Wiring by layer:
Scale: 4 px per um.
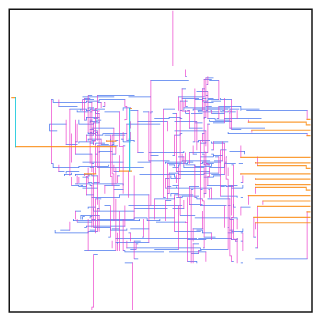
I/O nets highlighted:
Scale: 4 px per um.
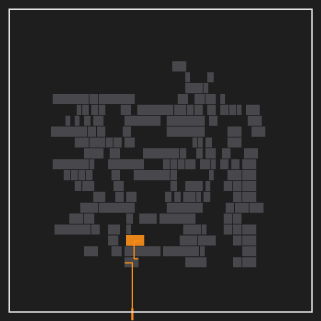
Pin map:
Scale: 4 px per um. Pins as bars across the die edge, other pins in grey.
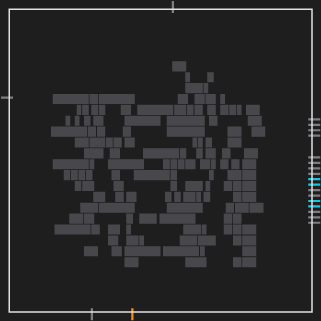
$ cat src/rtl/rd_arbiter_if.sv
// Purpose: bundles the requester and read-sequencer handshake signals for rd_arbiter.
// Latency: none; wires only.
// Backpressure: none; clients hold req levels, the sequencer answers go with a ds strobe.
interface rd_arbiter_if #(
   parameter int NREQ = 4
);
   logic [NREQ-1:0] req;
   logic [NREQ-1:0] gnt;
   logic [NREQ-1:0] done;
   logic [NREQ-1:0] err;
   logic            go;
   logic            ds;
   logic            busy;

   // Arbiter side.
   modport master (
      input  req,
      input  ds,
      output gnt,
      output done,
      output err,
      output go,
      output busy
   );

   // Client and sequencer side.
   modport slave (
      output req,
      output ds,
      input  gnt,
      input  done,
      input  err,
      input  go,
      input  busy
   );
endinterface

$ cat src/rtl/rd_arbiter.sv
// Purpose: round-robin (or fixed-priority with RDARB_FIXED_PRIO_EN) arbiter sharing one read sequencer.
// Latency: req sampled in IDLE -> gnt/go/busy one cycle later; done/err one cycle after ds or timeout.
// Backpressure: grant held until sequencer ds or watchdog expiry; new requests wait in IDLE only.
module rd_arbiter #(
   parameter int NREQ    = 4,
   parameter int TIMEOUT = 255
) (
   input  logic         clk,
   input  logic         rst,
   rd_arbiter_if.master bus
);
   localparam int PW = (NREQ > 1) ? $clog2(NREQ) : 1;
   localparam int CW = (TIMEOUT > 0) ? $clog2(TIMEOUT + 1) : 1;

   typedef enum logic [1:0] {
      IDLE    = 2'd0,
      ISSUE   = 2'd1,
      WAIT    = 2'd2,
      RELEASE = 2'd3
   } state_t;

   state_t          state_q, state_d;
   logic [NREQ-1:0] gnt_q, gnt_d;
   logic [CW-1:0]   cnt_q, cnt_d;
   logic            ok_q, ok_d;     // 1 = completed by ds, 0 = watchdog abort

   logic            found;
   logic [PW-1:0]   win_idx;

`ifdef RDARB_FIXED_PRIO_EN
   // Fixed priority: lowest requesting index wins.
   always_comb begin
      found   = 1'b0;
      win_idx = '0;
      for (int i = NREQ - 1; i >= 0; i--) begin
         if (bus.req[i]) begin
            found   = 1'b1;
            win_idx = PW'(i);
         end
      end
   end
`else
   logic [PW-1:0] ptr_q;
   logic [PW-1:0] gnt_enc;

   // Round-robin search starting one past the last winner, wrapping.
   always_comb begin
      logic [PW-1:0] cand;
      cand    = '0;
      found   = 1'b0;
      win_idx = '0;
      for (int i = 1; i <= NREQ; i++) begin
         cand = PW'((int'(ptr_q) + i) % NREQ);
         if (!found && bus.req[cand]) begin
            found   = 1'b1;
            win_idx = cand;
         end
      end
   end

   // Encode the held one-hot grant so RELEASE can move the pointer to it.
   always_comb begin
      gnt_enc = '0;
      for (int i = 0; i < NREQ; i++) begin
         if (gnt_q[i]) gnt_enc = PW'(i);
      end
   end

   // Pointer follows the requester just served; reset makes req[0] win first.
   always_ff @(posedge clk or posedge rst) begin
      if (rst) begin
         ptr_q <= PW'(NREQ - 1);
      end else if (state_q == RELEASE) begin
         ptr_q <= gnt_enc;
      end
   end
`endif

   // State, grant, watchdog and completion-flag registers.
   always_ff @(posedge clk or posedge rst) begin
      if (rst) begin
         state_q <= IDLE;
         gnt_q   <= '0;
         cnt_q   <= '0;
         ok_q    <= 1'b0;
      end else begin
         state_q <= state_d;
         gnt_q   <= gnt_d;
         cnt_q   <= cnt_d;
         ok_q    <= ok_d;
      end
   end

   // Next-state logic: arbitrate in IDLE, strobe in ISSUE, watch in WAIT, report in RELEASE.
   always_comb begin
      state_d = state_q;
      gnt_d   = gnt_q;
      cnt_d   = cnt_q;
      ok_d    = ok_q;
      case (state_q)
         IDLE: begin
            if (found) begin
               gnt_d          = '0;
               gnt_d[win_idx] = 1'b1;
               state_d        = ISSUE;
            end
         end
         ISSUE: begin
            cnt_d   = '0;
            state_d = WAIT;
         end
         WAIT: begin
            // Saturating count; ds takes precedence over a same-cycle timeout.
            if (cnt_q != CW'(TIMEOUT)) cnt_d = cnt_q + 1'b1;
            if (bus.ds) begin
               ok_d    = 1'b1;
               state_d = RELEASE;
            end else if (cnt_q == CW'(TIMEOUT)) begin
               ok_d    = 1'b0;
               state_d = RELEASE;
            end
         end
         RELEASE: begin
            gnt_d   = '0;
            state_d = IDLE;
         end
         default: begin
            state_d = IDLE;
         end
      endcase
   end

   // Outputs decode registered state only; gnt_q stays loaded in RELEASE to steer done/err.
   assign bus.go   = (state_q == ISSUE);
   assign bus.busy = (state_q != IDLE);
   assign bus.gnt  = ((state_q == ISSUE) || (state_q == WAIT)) ? gnt_q : '0;
   assign bus.done = ((state_q == RELEASE) &&  ok_q) ? gnt_q : '0;
   assign bus.err  = ((state_q == RELEASE) && !ok_q) ? gnt_q : '0;

endmodule

$ cat src/flat_wrapper.sv
// flat-port wrapper written by rule: the top's interface ports become plain ports
module rd_arbiter_flat 
#(
   parameter int NREQ    = 4,
   parameter int TIMEOUT = 255
)
  (clk, rst, bus_req, bus_ds, bus_gnt, bus_done, bus_err, bus_go, bus_busy);
  rd_arbiter_if #(.NREQ(NREQ)) bus_i ();
  input  logic clk;
  input  logic rst;
  input wire logic [$bits(bus_i.req)-1:0] bus_req;
  input wire logic [$bits(bus_i.ds)-1:0] bus_ds;
  output wire logic [$bits(bus_i.gnt)-1:0] bus_gnt;
  output wire logic [$bits(bus_i.done)-1:0] bus_done;
  output wire logic [$bits(bus_i.err)-1:0] bus_err;
  output wire logic [$bits(bus_i.go)-1:0] bus_go;
  output wire logic [$bits(bus_i.busy)-1:0] bus_busy;
  assign bus_i.req = bus_req;
  assign bus_i.ds = bus_ds;
  assign bus_gnt = bus_i.gnt;
  assign bus_done = bus_i.done;
  assign bus_err = bus_i.err;
  assign bus_go = bus_i.go;
  assign bus_busy = bus_i.busy;
  rd_arbiter #(.NREQ(NREQ), .TIMEOUT(TIMEOUT)) u_core (.clk(clk), .rst(rst), .bus(bus_i));
endmodule
$ cat config.mk
export PLATFORM = sky130hd
export DESIGN_NAME = rd_arbiter_flat
export DESIGN_NICKNAME = d
export VERILOG_FILES = /design/src/rtl/rd_arbiter_if.sv /design/src/rtl/rd_arbiter.sv /design/src/flat_wrapper.sv
export SDC_FILE = /design/constraint.sdc
export NUM_CORES = 1
export LEC_CHECK = 0
export CELL_PAD_IN_SITES_DETAIL_PLACEMENT = 0
export CELL_PAD_IN_SITES_GLOBAL_PLACEMENT = 1
export CORE_MARGIN = 10
export CORE_UTILIZATION = 35
export CTS_CLUSTER_SIZE = 14
export DETAILED_ROUTE_END_ITERATION = 10
export PLACE_DENSITY = 0.76
export RECOVER_POWER = 50
export SLEW_MARGIN = 5
export SYNTH_ARGS = -nofsm -noshare
export SYNTH_HDL_FRONTEND = slang
export SYNTH_SLANG_ARGS = --single-unit
$ cat constraint.sdc
create_clock -name clk -period 3.5 [get_ports clk]
set_clock_uncertainty 0.2 [all_clocks]
set_input_delay 0.7 -clock clk [delete_from_list [all_inputs] [get_ports clk]]
set_output_delay 0.7 -clock clk [all_outputs]
set_load 0.02 [all_outputs]
==> flow_summary_export.csv <==
group,metric,value,unit
run_status,outcome,"completed",
final_layout,top_cell_excl_fill_tap,"clkdlybuf4s50_1",
critical_path,critical_path_class,"flip-flop to primary output",
synthesis,synthSimpleGateAreaFrac,29.82,%
critical_path,regToRegEndpoint,"u_core.cnt_q[6]",
final_layout,sh_comb_area,45.68,%
critical_path,worstPathRequired,2600,ps
critical_path,worstReg2RegStart,"u_core.state_q[0]",
final_timing,clock.fmax,0.3400,GHz
route,via_per_inst,5.409,
critical_path,path_cells,"ha_1, nor2b_1, and2_1, clkdlybuf4s50_1",
power_and_ir_drop,p_sw,0.0003612,W
place,placed_cell_area,1304,um^2
place,placer_s_final_routability_congestion_estimate,0.7420,
final_timing,finalCritPeriodShare,84.03,%
synthesis,synth.area.mux_share,2.339,%
final_timing,whs,319.7,ps
synthesis,netlist_instances,116,
grt,grt_start_max_net_pins,18,
final_layout,layout_top_cells,"clkdlybuf4s50_1, dfrtp_1, nor2_1",
synthesis,yosys_instances,116,
final_timing,timing.final.setup_violations,0,
final_layout,dominant-cell-class,"multi-input combinational cells",
critical_path,crit_path_top_delay_cell,"clkdlybuf4s50_1",
route,ant_nets,0,
grt,global_route_wire_length_before_repair,4.112,mm
synthesis,area_fraction_in_xor_and_xnor_cells,0.8187,%
floorplan,die-area,5668,um^2
critical_path,critical_path_cell_count,4,
place,place_inst,167,
final_timing,fin_tns_setup,0,ps
floorplan,tapCellCount,33,
worst_hold_path,hp-start,"u_core.ptr_q[0]",
final_timing,timing_worst_slew_pin_value,665.0,ps
grt,initial_antenna_violation_count,0,
run,timing.max_cap.violations,0,
power_and_ir_drop,pwr.group.clock,0.000105,W
critical_path,crit_family,"buffers and inverters",
power_and_ir_drop,power_frac_clock,11.9,%
worst_hold_path,path_category_of_the_worst_min_delay_check,"flip-flop to flip-flop",
final_timing,slew_headroom,55.62,%
power_and_ir_drop,intPower,0.0005183,W
critical_path,crit_path_end,"bus_err[1]",
power_and_ir_drop,power_sequential,0.000335,W
power_and_ir_drop,power_leader,"combinational logic",
final_timing,setup_repair_after_global_routing_missed_its_margin,"no",
final_layout,fillerInstances,304,
synthesis,dominantRegCellSynth,"dfrtp_1",
critical_path,crit_path_max_fanout,12,
final_timing,finalWorstSetupSlack,559.1,ps
clock_network,max-clock-path-buffers,2,
route,drt_first_pass_iters,4,
clock_network,post_cts_resize_count,0,
clock_network,clock_latency,290,ps
floorplan,num_rows,20,
final_timing,timing.final.max_slew_violations,0,
place,preCtsSetupSlack,855.0,ps
final_layout,layout.core_utilization,44.71,%
power_and_ir_drop,p_seq_share,38.1,%
critical_path,crit_path_end_kind,"primary output",
critical_path,worst-path-buf-inv,1,
clock_network,clock_tree.htree_level_count,1,
final_timing,min_period,2941,ps
final_layout,final-seq-area,427.9,um^2
final_layout,layout_clock_buffer_count,3,
final_layout,seq-cell-share,32.14,%
worst_hold_path,timing.hold.worst_endpoint,"u_core.ptr_q[0]",
final_layout,area.growth.synth_to_final,24.44,%
place,hpwlAfterDp,1.894,mm
power_and_ir_drop,ir_drop,0.0002142,V
final_layout,n_antenna_cell,0,
power_and_ir_drop,netSwitchingFraction,41.07,%
clock_network,post_cts_hold_buffer_count,0,
final_timing,final-hold-violation-count,0,
final_layout,seq_cell_count,17,
synthesis,yosysWarnings,0,
critical_path,worst_path_largest_cell_delay,610,ps
run,log.warning_count,29,
worst_hold_path,worstHoldPathCells,2,
route,remaining_drc_errors,0,
critical_path,setup.worst_path.start,"u_core.state_q[0]",
power_and_ir_drop,power.combinational.total,0.000440,W
synthesis,syn_area,1070,um^2
clock_network,cts_made_buffers,3,
critical_path,critical_path_arrival,2040,ps
synthesis,logic_family,"simple AND/OR/NAND/NOR gates",
clock_network,clk_root_buffer_cell,"clkbuf_4",
floorplan,floorplan.io_pins,21,
floorplan,pre_placement_core_utilization,35.92,%
synthesis,ys_ff,17,
power_and_ir_drop,total_power,0.0008794,W
route,first_iter_violations,51,
grt,grt_pass1_vias,875,
clock_network,worst_setup_hold_path_clk_slew,100,ps
critical_path,critical_path.startpoint_type,"flip-flop",
synthesis,post_synthesis_average_cell_area,9.222,um^2
synthesis,ys_area,1070,um^2
## Picture notes: 'wiring by layer'
[blue] M1 | wire length: 1050 um
[orange] M3 | wire length: 238 um
[magenta] M2 | wire length: 1070 um
[cyan] M4 | wire length: 27.9 um
overall track demand over capacity in global routing: 9.076%
wire length reported by the detailed router: 2.389 mm
routed vias: 925

## Picture notes: 'I/O nets highlighted'
[orange] bus_ds | direction: input | end cells: 2 | buffers: 1 | wire: 20.5 um

## Picture notes: 'pin map'
[orange] bus_ds | pins: 1 | direction: input | edge: bottom
[cyan] bus_err | pins: 4 | direction: output | edge: right
all pins by edge: 17 right, 2 bottom, 1 left, 1 top
horizontal die dimension: 75.29 um
Port-buffer cells: 20
DIE HEIGHT: 75.29 um

-- synth_stat cells (5+ instances only) --
library cell   n  share of area (%)
nor2_1         9                3.2
and3_1         7                4.1
nand3_1        5                2.3
and2_1         8                4.7
o21ai_1        5                2.3
dfrtp_1       15                 35
a21oi_1        6                2.8
ha_1           5                5.8
inv_1          7                2.5
o21ai_0        5                2.3
-- flip-flops by register name, indices dropped and copies added (netlist names) --
register and count:
u_core.cnt_q 8, u_core.gnt_q 4, u_core.ok_q 1, u_core.ptr_q 2
u_core.state_q 2
-- tightest hold or removal path: stages (launching register included) --
cell	delay, ps
dfstp_2	390
nor2_1	80
a21oi_1	50
-- per-layer routing --
layer	global-route usage, %	share of wire, %	up-vias
met1	11.15	44	425
met3	3.294	9.9	4
li1	-	-	470
met2	14.26	45	26
met5	0	0	-
met4	3.093	1.1	0
Power and IR drop assume default switching activity.
